**config.mk**
```make
export PLATFORM = sky130hd
export DESIGN_NAME = dsp_addsub_arbiter
export DESIGN_NICKNAME = d
export VERILOG_FILES = /design/src/rtl/dsp_addsub_arbiter_pkg.sv /design/src/rtl/dsp_addsub_arbiter_dsp.sv /design/src/rtl/dsp_addsub_arbiter.sv
export SDC_FILE = /design/constraint.sdc
export NUM_CORES = 1
export LEC_CHECK = 0
export CAP_MARGIN = 20
export CORE_MARGIN = 2
export CORE_UTILIZATION = 45
export DETAILED_ROUTE_END_ITERATION = 8
export PLACE_DENSITY_LB_ADDON = 0.1
export RECOVER_POWER = 100
export SYNTH_ARGS = -nofsm -noshare
export SYNTH_HDL_FRONTEND = slang
export SYNTH_SLANG_ARGS = --single-unit
```
**constraint.sdc**
```tcl
create_clock -name clk -period 12.8 [get_ports clk]
set_clock_uncertainty 0.2 [all_clocks]
set_input_delay 1.92 -clock clk [delete_from_list [all_inputs] [get_ports clk]]
set_output_delay 1.92 -clock clk [all_outputs]
set_load 0.005 [all_outputs]
```
**src/rtl/dsp_addsub_arbiter_pkg.sv**
```systemverilog
// dsp_addsub_arbiter_pkg: shared encodings for the add/sub arbiter and its DSP wrapper
package dsp_addsub_arbiter_pkg;
    localparam logic ADDSUB_OP_ADD = 1'b0;
    localparam logic ADDSUB_OP_SUB = 1'b1;
    localparam int REQ_ID_W = 1;
    typedef enum logic [1:0] {
        ARB_IDLE = 2'd0,
        ARB_EXEC = 2'd1,
        ARB_RESP = 2'd2
    } arb_state_t;
endpackage

```
**src/rtl/dsp_addsub_arbiter_dsp.sv**
```systemverilog
// dsp_addsub32: combinational 32-bit add/sub shaped as the SB_MAC16 2x16 split (bottom carry feeds top)
module dsp_addsub32
    import dsp_addsub_arbiter_pkg::*;
(
    input  logic [31:0] a,
    input  logic [31:0] b,
    input  logic        op,
    output logic [31:0] data,
    output logic        co
);
    logic        sub;
    logic        c_lo;
    logic [31:0] b_x;
    // ADDSUBBOT/ADDSUBTOP both follow op; subtract is A + ~B + 1 with the +1 injected at the bottom
    always_comb begin
        sub = (op == ADDSUB_OP_SUB);
        b_x = b ^ {32{sub}};
        {c_lo, data[15:0]} = {1'b0, a[15:0]} + {1'b0, b_x[15:0]} + {16'b0, sub};
        {co, data[31:16]} = {1'b0, a[31:16]} + {1'b0, b_x[31:16]} + {16'b0, c_lo};
    end
endmodule

```
**src/rtl/dsp_addsub_arbiter.sv**
```systemverilog
// dsp_addsub_arbiter: shares one add/sub DSP between two valid/ready requesters.
// ADDSUB_ARB_FIXED_PRIO_EN: when defined, requester 0 always wins contention (no round-robin).
module dsp_addsub_arbiter
    import dsp_addsub_arbiter_pkg::*;
#(
    parameter int   DATA_WIDTH = 32,
    parameter logic RR_INIT    = 1'b0
) (
    input  logic                  clk,
    input  logic                  rst,
    input  logic                  req_valid_0,
    input  logic                  req_valid_1,
    output logic                  req_ready_0,
    output logic                  req_ready_1,
    input  logic [DATA_WIDTH-1:0] req_a_0,
    input  logic [DATA_WIDTH-1:0] req_a_1,
    input  logic [DATA_WIDTH-1:0] req_b_0,
    input  logic [DATA_WIDTH-1:0] req_b_1,
    input  logic                  req_op_0,
    input  logic                  req_op_1,
    output logic                  rsp_valid_0,
    output logic                  rsp_valid_1,
    input  logic                  rsp_ready_0,
    input  logic                  rsp_ready_1,
    output logic [DATA_WIDTH-1:0] rsp_data,
    output logic                  rsp_co
);
`ifdef ADDSUB_ARB_FIXED_PRIO_EN
    localparam logic FIXED_PRIO = 1'b1;
`else
    localparam logic FIXED_PRIO = 1'b0;
`endif
    arb_state_t            state;
    logic [REQ_ID_W-1:0]   owner;
    logic                  ptr;
    logic [DATA_WIDTH-1:0] a_q;
    logic [DATA_WIDTH-1:0] b_q;
    logic                  op_q;
    logic [DATA_WIDTH-1:0] sum;
    logic                  sum_co;
    logic                  owner_ready;
    logic                  retire;
    logic                  gnt;
    logic                  gnt_id;

    dsp_addsub32 u_dsp (
        .a    (a_q),
        .b    (b_q),
        .op   (op_q),
        .data (sum),
        .co   (sum_co)
    );

    // grant is possible when idle, or when the owner retires its response in the same cycle
    always_comb begin
        owner_ready = owner ? rsp_ready_1 : rsp_ready_0;
        retire      = (state == ARB_RESP) && owner_ready;
        gnt         = !rst && (state == ARB_IDLE || retire) && (req_valid_0 || req_valid_1);
        gnt_id      = (req_valid_0 && req_valid_1) ? (FIXED_PRIO ? 1'b0 : ptr) : req_valid_1;
        req_ready_0 = gnt && !gnt_id;
        req_ready_1 = gnt && gnt_id;
    end

    // FSM: latch the winner, register the DSP result in EXEC, hold it in RESP until consumed
    always_ff @(posedge clk) begin
        if (rst) begin
            state       <= ARB_IDLE;
            owner       <= '0;
            ptr         <= RR_INIT;
            a_q         <= '0;
            b_q         <= '0;
            op_q        <= ADDSUB_OP_ADD;
            rsp_valid_0 <= 1'b0;
            rsp_valid_1 <= 1'b0;
            rsp_data    <= '0;
            rsp_co      <= 1'b0;
        end else begin
            if (gnt) begin
                owner <= gnt_id;
                a_q   <= gnt_id ? req_a_1 : req_a_0;
                b_q   <= gnt_id ? req_b_1 : req_b_0;
                op_q  <= gnt_id ? req_op_1 : req_op_0;
                ptr   <= !gnt_id;
                state <= ARB_EXEC;
            end else if (retire) begin
                state <= ARB_IDLE;
            end
            if (retire) begin
                rsp_valid_0 <= 1'b0;
                rsp_valid_1 <= 1'b0;
            end
            if (state == ARB_EXEC) begin
                rsp_data    <= sum;
                rsp_co      <= sum_co;
                rsp_valid_0 <= !owner;
                rsp_valid_1 <= owner;
                state       <= ARB_RESP;
            end
        end
    end
endmodule

```
Fig. 1: run 1, signal wires on met3
Cells faint in the background.
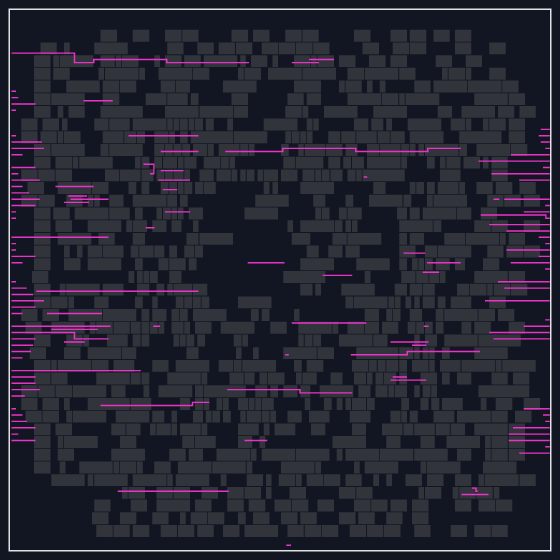
- longest straight run: 34.5 um
- main direction: horizontal
- wire length on this layer: 885 um
- share of all routed wire: 6.1%
- nets with wire on the layer: 106

Fig. 2: run 1, gate-type map
Bar = 20 um.
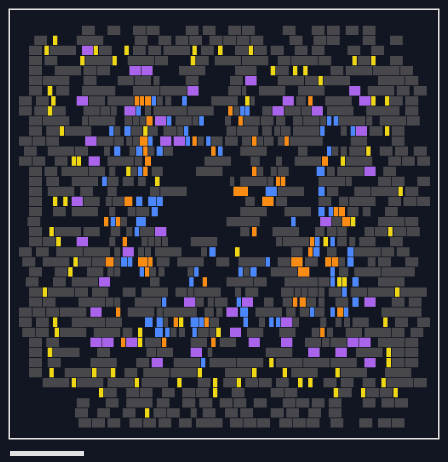
- purple: xor and xnor cells (cells 44; most used xor2_1; where all over the die)
- orange: nor cells (cells 50; most used nor2_1)
- yellow: inv cells (cells 78; most used inv_1; where all over the die)
- blue: nand cells (cells 73; most used nand2_1)

==> reports/metrics.yaml, run 1 <==
outcome:
  status: "finished, violations left"
  violations: "capacitance limit, slew limit"
synthesis:
  syn_inst: 641
  ys_sh_mux_pct: 1.093
  post-synth-top-count-cell: "dfxtp_1"
  yosysChipArea_um2: 5610
  top_logic_kind: "AND-OR/OR-AND gates"
  synthAoiAreaFrac_pct: 27.03
  synthTopCellsByArea: "dfxtp_1, a222oi_1, ha_1"
  ys_ff: 104
  synth.top_cell.area_share_pct: 37.11
  ys_sh_xor_pct: 6.869
  yosys-stat-cells: 641
  synth_cell_types: 58
  top_cells_by_count: "dfxtp_1, inv_1, a222oi_1, nand2_1, a21oi_1"
  floorplan.nets: 810
  ff_type: "dfxtp_1"
  yosys.stat.seqShare_pct: 37.11
  yosysWarningCount: 0
  edf_count: 0
  syn_avg_cell_area_um2: 8.753
  synth_area_um2: 5610
  ys_sh_simple_pct: 10.68
  synthArstFlopShare_pct: 0
  ys_sh_adder_pct: 7.761
layout:
  diodes: 0
  finalNetCount: 954
  largestRegisters: "a_q: 32 flops, b_q: 32 flops, rsp_data: 32 flops"
  logic_area_um2: 3020
  seq_cells: 104
  comb_cells: 415
  nNonClkBuffers: 177
  drive_gt1_share_pct: 3.038
  syn_to_final_growth_pct: 36.06
  largestClassByArea: "logic gates"
  final-clk-cell-share_pct: 3.786
  fin_util_pct: 63.03
  fin_area_um2: 7634
  clock_buffers: 10
  sh_comb_area_pct: 39.57
  seq_area_share_pct: 27.27
  lay_top_cells: "clkdlybuf4s50_1, dfxtp_1, inv_1"
  flop_area_um2: 2082
  nonClkBufAreaFrac_pct: 22.78
  fillerInstances: 1075
  stdcell_count: 958
  inverters: 78
floorplan:
  chipArea_um2: 13380
  initCoreUtil_pct: 46.32
  fp-row-count: 40
  core_area_um2: 12110
  pin_count: 173
  nWellTaps: 168
  fp.dieW_um: 115.7
placed_design:
  place_area_um2: 7366
  dp.cells: 942
  dp_hpwl_um: 10390
  dp_slack_ps: 6348
  port_buffers: 172
global_route:
  grt-ovfl-total: 0
  grt_max_degree: 68
  use_met2_pct: 38.87
  met3_usage_pct: 6.172
  grt.total_usage_pct: 22.09
  antenna_found_initial: 0
  grt_pass1_wl_um: 23880
  grt_pass1_vias: 5137
  busiest_layer: "met2"
  grtUsageMet1_pct: 26.74
run:
  warning_count: 26
  cap_violations: 5
final_timing:
  rsz0062_at_grt: "false"
  timing.hold.ws_ps: 256.7
  final.setup.worst_slack_ps: 4096
  max_freq_mhz: 114.9
  finalCritPeriodShare_pct: 68.00
  report.final.setup_viol: 0
  period_minus_slack_ps: 8704
  worstMarginPinSlew_ps: 2910
  slew_viol_final: 273
  hold_viol: 0
power:
  leakage_nw: 3.498
  clkPwrFrac_pct: 26.3
  seqPwrFrac_pct: 39.0
  p_clk_w: 0.000271
  power_density_nw_per_um2: 135.0
  seq-power_w: 0.000402
  maxPowerGroup: "sequential cells"
  pg_comb_w: 0.000358
  power_w: 0.001030
  peakVddDrop_v: 0.00009384
  switching_share_pct: 32.83
  power.switching_w: 0.0003382
  p_int_w: 0.0006920
setup_path:
  crit_fanout: 67
  reg2regPathDepth: 16
  cp.depth: 7
  critPathKind: "input pin to primary output"
  critPathSlowestCell: "clkbuf_1"
  endpoint_kind: "primary output"
  crit_path_start: "rst"
  max_stage_delay_ps: 1990
  worst_setup_path_start_kind: "input pin"
  r2r_setup_slack_ps: 6760
  crit_chain: "buf_2 -> clkbuf_1 -> a211oi_1 -> nand2_1 -> a21oi_4 -> clkbuf_1 -> clkdlybuf4s50_1"
  cp.arrival_ps: 6580
  reg2reg_to: "rsp_data[28]"
  worstPathRequired_ps: 10680
  endpoint: "req_ready_1"
  r2r-start: "op_q"
  path_delay_family: "buffers and inverters"
  critPathBufInv: 4
  crit_path_frequent_cell: "clkbuf_1"
drt:
  first_pass_iters: 9
  drtIter0Drc: 531
  antenna_left: 0
  wl_met2_um: 7162
  highest_layer: "met4"
  drc_errors: 0
  wire_per_inst_um: 15.25
  wl_met1_um: 6380
  wl_met3_um: 885
  num_vias: 5340
  totalWireLength_um: 14610
  routed_via_density: 5.574
clock_network:
  cts_root_buf: "clkbuf_16"
  cts_resized: 0
  cts_tree: "done"
  clock_latency_ps: 350
  cts_hold_buf: 0
  cts_buffer_depth: 2
  cts_setup_buffers: 0
  cts_inserted_buffers: 9
  htree_levels: 3
  clk_pin_slew_ps: 60
min_path:
  hold_depth: 2
  hold_path.startpoint: "rsp_data[7]"
  hold_class: "flop to flop"
  min_to: "rsp_data[7]"
Fig. 3: run 1, sizing map
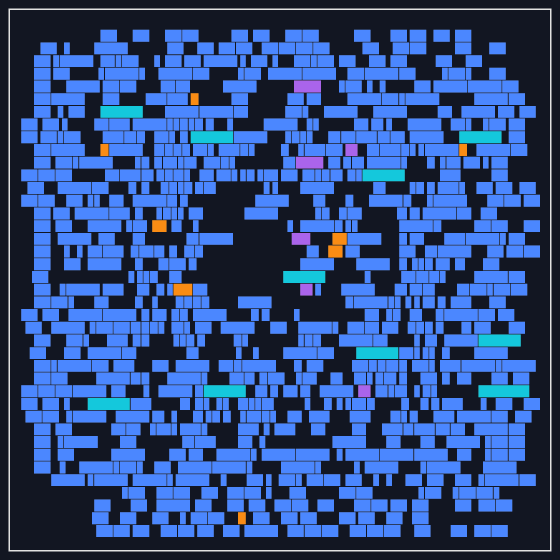
- cyan: _6 and larger (cells 10; most used clkbuf_16)
- blue: _0 and _1 cells (cells 766; most used clkdlybuf4s50_1)
- orange: _2 cells (cells 8; most used clkinv_2)
- purple: _3 and _4 cells (cells 6)

Fig. 4: run 1, clock network drawn from the DEF
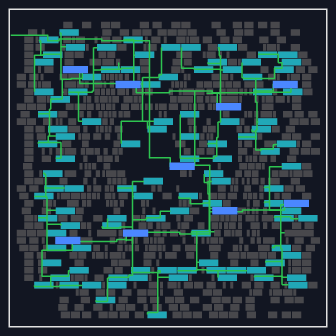

==> run 1 -> run 2 <==
- CORE_UTILIZATION: 45 -> 43
- clock period: 12.8 -> 7.1 ns (I/O delays scaled with it)
Fig. 5: run 2, clock network drawn from the DEF
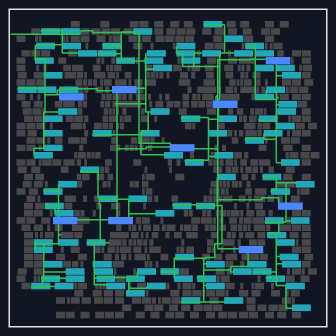
- cyan: flip-flops (count 104)
- green: clock wires (length 1330 um)
- blue: clock drivers (count 9)
- routed clock nets: 10

==> reports/metrics.yaml, run 2 <==
layout:
  clock_buffers: 14  # +4
  fin_area_um2: 7665  # +0.41%
  seq_cells: 104  # unchanged
  inverters: 78  # unchanged
  sh_comb_area_pct: 39.28  # -0.29 points
  nNonClkBuffers: 177  # unchanged
  drive_gt1_share_pct: 3.165  # +0.13 points
  seq_area_share_pct: 27.18  # -0.095 points
  final-clk-cell-share_pct: 4.163  # +0.38 points
  fillerInstances: 1144  # +6.4%
  largestClassByArea: "logic gates"
  diodes: 0  # unchanged
  lay_top_cells: "clkdlybuf4s50_1, dfxtp_1, inv_1"
  flop_area_um2: 2083  # about the same
  logic_area_um2: 3010  # -0.33%
  nonClkBufAreaFrac_pct: 22.76  # -0.028 points
  stdcell_count: 962  # +0.42%
  comb_cells: 415  # unchanged
  fin_util_pct: 60.49  # -2.5 points
  syn_to_final_growth_pct: 36.62
  finalNetCount: 954  # unchanged
  largestRegisters: "a_q: 32 flops, b_q: 32 flops, rsp_data: 32 flops"
setup_path:
  endpoint: "req_ready_0"
  reg2reg_to: "rsp_data[28]"
  path_delay_family: "buffers and inverters"
  critPathSlowestCell: "clkbuf_2"
  r2r-start: "op_q"
  worstPathRequired_ps: 5830  # -4850 ps
  cp.arrival_ps: 4440  # -2140 ps
  reg2regPathDepth: 16  # unchanged
  crit_fanout: 66  # -1.5%
  r2r_setup_slack_ps: 1750  # -5010 ps
  cp.depth: 7  # unchanged
  crit_chain: "buf_2 -> clkbuf_1 -> a211oi_1 -> nand2_1 -> a21oi_4 -> clkbuf_2 -> clkdlybuf4s50_1"
  critPathBufInv: 4  # unchanged
  critPathKind: "input pin to primary output"
  endpoint_kind: "primary output"
  max_stage_delay_ps: 950  # -1040 ps
  worst_setup_path_start_kind: "input pin"
  crit_path_start: "rst"
final_timing:
  hold_viol: 0  # unchanged
  finalCritPeriodShare_pct: 80.40
  final.setup.worst_slack_ps: 1391  # -2704 ps
  worstMarginPinSlew_ps: 2247  # -662.3 ps
  slew_viol_final: 71  # -74%
  timing.hold.ws_ps: 250.7  # -6.009 ps
  report.final.setup_viol: 0  # unchanged
  max_freq_mhz: 175.2
  period_minus_slack_ps: 5709
  rsz0062_at_grt: "false"
drt:
  wl_met1_um: 6703  # +5.1%
  drtIter0Drc: 525  # -1.1%
  totalWireLength_um: 15220  # +4.2%
  first_pass_iters: 7  # -2
  wire_per_inst_um: 15.82  # +3.7%
  drc_errors: 0  # unchanged
  routed_via_density: 5.597  # +0.40%
  highest_layer: "met4"
  wl_met3_um: 1046  # +18%
  wl_met2_um: 7305  # +2.0%
  num_vias: 5384  # +0.82%
  antenna_left: 0  # unchanged
synthesis:
  edf_count: 0  # unchanged
  synth_cell_types: 58  # unchanged
  synthAoiAreaFrac_pct: 27.03  # unchanged
  top_logic_kind: "AND-OR/OR-AND gates"
  yosysWarningCount: 0  # unchanged
  floorplan.nets: 810  # unchanged
  syn_inst: 641  # unchanged
  ys_sh_simple_pct: 10.68  # unchanged
  yosys.stat.seqShare_pct: 37.11  # unchanged
  yosys-stat-cells: 641  # unchanged
  post-synth-top-count-cell: "dfxtp_1"
  syn_avg_cell_area_um2: 8.753  # unchanged
  synth_area_um2: 5610  # unchanged
  yosysChipArea_um2: 5610  # unchanged
  ff_type: "dfxtp_1"
  ys_ff: 104  # unchanged
  top_cells_by_count: "dfxtp_1, inv_1, a222oi_1, nand2_1, a21oi_1"
  synth.top_cell.area_share_pct: 37.11  # unchanged
  ys_sh_xor_pct: 6.869  # unchanged
  synthTopCellsByArea: "dfxtp_1, a222oi_1, ha_1"
  ys_sh_mux_pct: 1.093  # unchanged
  ys_sh_adder_pct: 7.761  # unchanged
  synthArstFlopShare_pct: 0  # unchanged
outcome:
  status: "finished, violations left"
  violations: "capacitance limit, slew limit"
min_path:
  hold_class: "flop to flop"
  hold_path.startpoint: "rsp_data[21]"
  min_to: "rsp_data[21]"
  hold_depth: 2  # unchanged
power:
  leakage_nw: 3.528  # +0.85%
  p_clk_w: 0.000527  # +94%
  maxPowerGroup: "sequential cells"
  switching_share_pct: 32.37  # -0.46 points
  seq-power_w: 0.000726  # +81%
  seqPwrFrac_pct: 38.2  # -0.8 points
  power.switching_w: 0.0006158  # +82%
  power_w: 0.001902  # +85%
  p_int_w: 0.001287  # +86%
  pg_comb_w: 0.000649  # +81%
  peakVddDrop_v: 0.0001863  # +99%
  power_density_nw_per_um2: 248.2  # +84%
  clkPwrFrac_pct: 27.7  # +1.4 points
global_route:
  grt.total_usage_pct: 21.96  # -0.13 points
  grt_max_degree: 67  # -1.5%
  grt_pass1_vias: 5274  # +2.7%
  grt-ovfl-total: 0  # unchanged
  grt_pass1_wl_um: 25580  # +7.1%
  antenna_found_initial: 0  # unchanged
  use_met2_pct: 37.72  # -1.2 points
  met3_usage_pct: 5.502  # -0.67 points
  busiest_layer: "met2"
  grtUsageMet1_pct: 27.46  # +0.72 points
clock_network:
  clk_pin_slew_ps: 70  # about the same
  cts_resized: 0  # unchanged
  cts_num_sinks: 104
  cts_root_buf: "clkbuf_16"
  cts_buffer_depth: 2  # unchanged
  cts_setup_buffers: 0  # unchanged
  cts_hold_buf: 0  # unchanged
  cts_inserted_buffers: 9  # unchanged
  htree_levels: 3  # unchanged
  cts_tree: "done"
  clock_latency_ps: 360  # about the same
placed_design:
  dp_slack_ps: 1986  # -4362 ps
  dp.cells: 946  # +0.42%
  port_buffers: 172  # unchanged
  dp_hpwl_um: 10950  # +5.3%
  gp_congestion: 0.8865
  place_area_um2: 7371  # about the same
floorplan:
  pin_count: 173  # unchanged
  initCoreUtil_pct: 44.28  # -2.0 points
  fp-row-count: 41  # +2.5%
  core_area_um2: 12670  # +4.6%
  chipArea_um2: 13980  # +4.5%
  nWellTaps: 172  # +2.4%
  fp.dieW_um: 118.2  # +2.2%
run:
  warning_count: 26  # unchanged
  cap_violations: 2  # -3
Power and IR drop assume default switching activity.
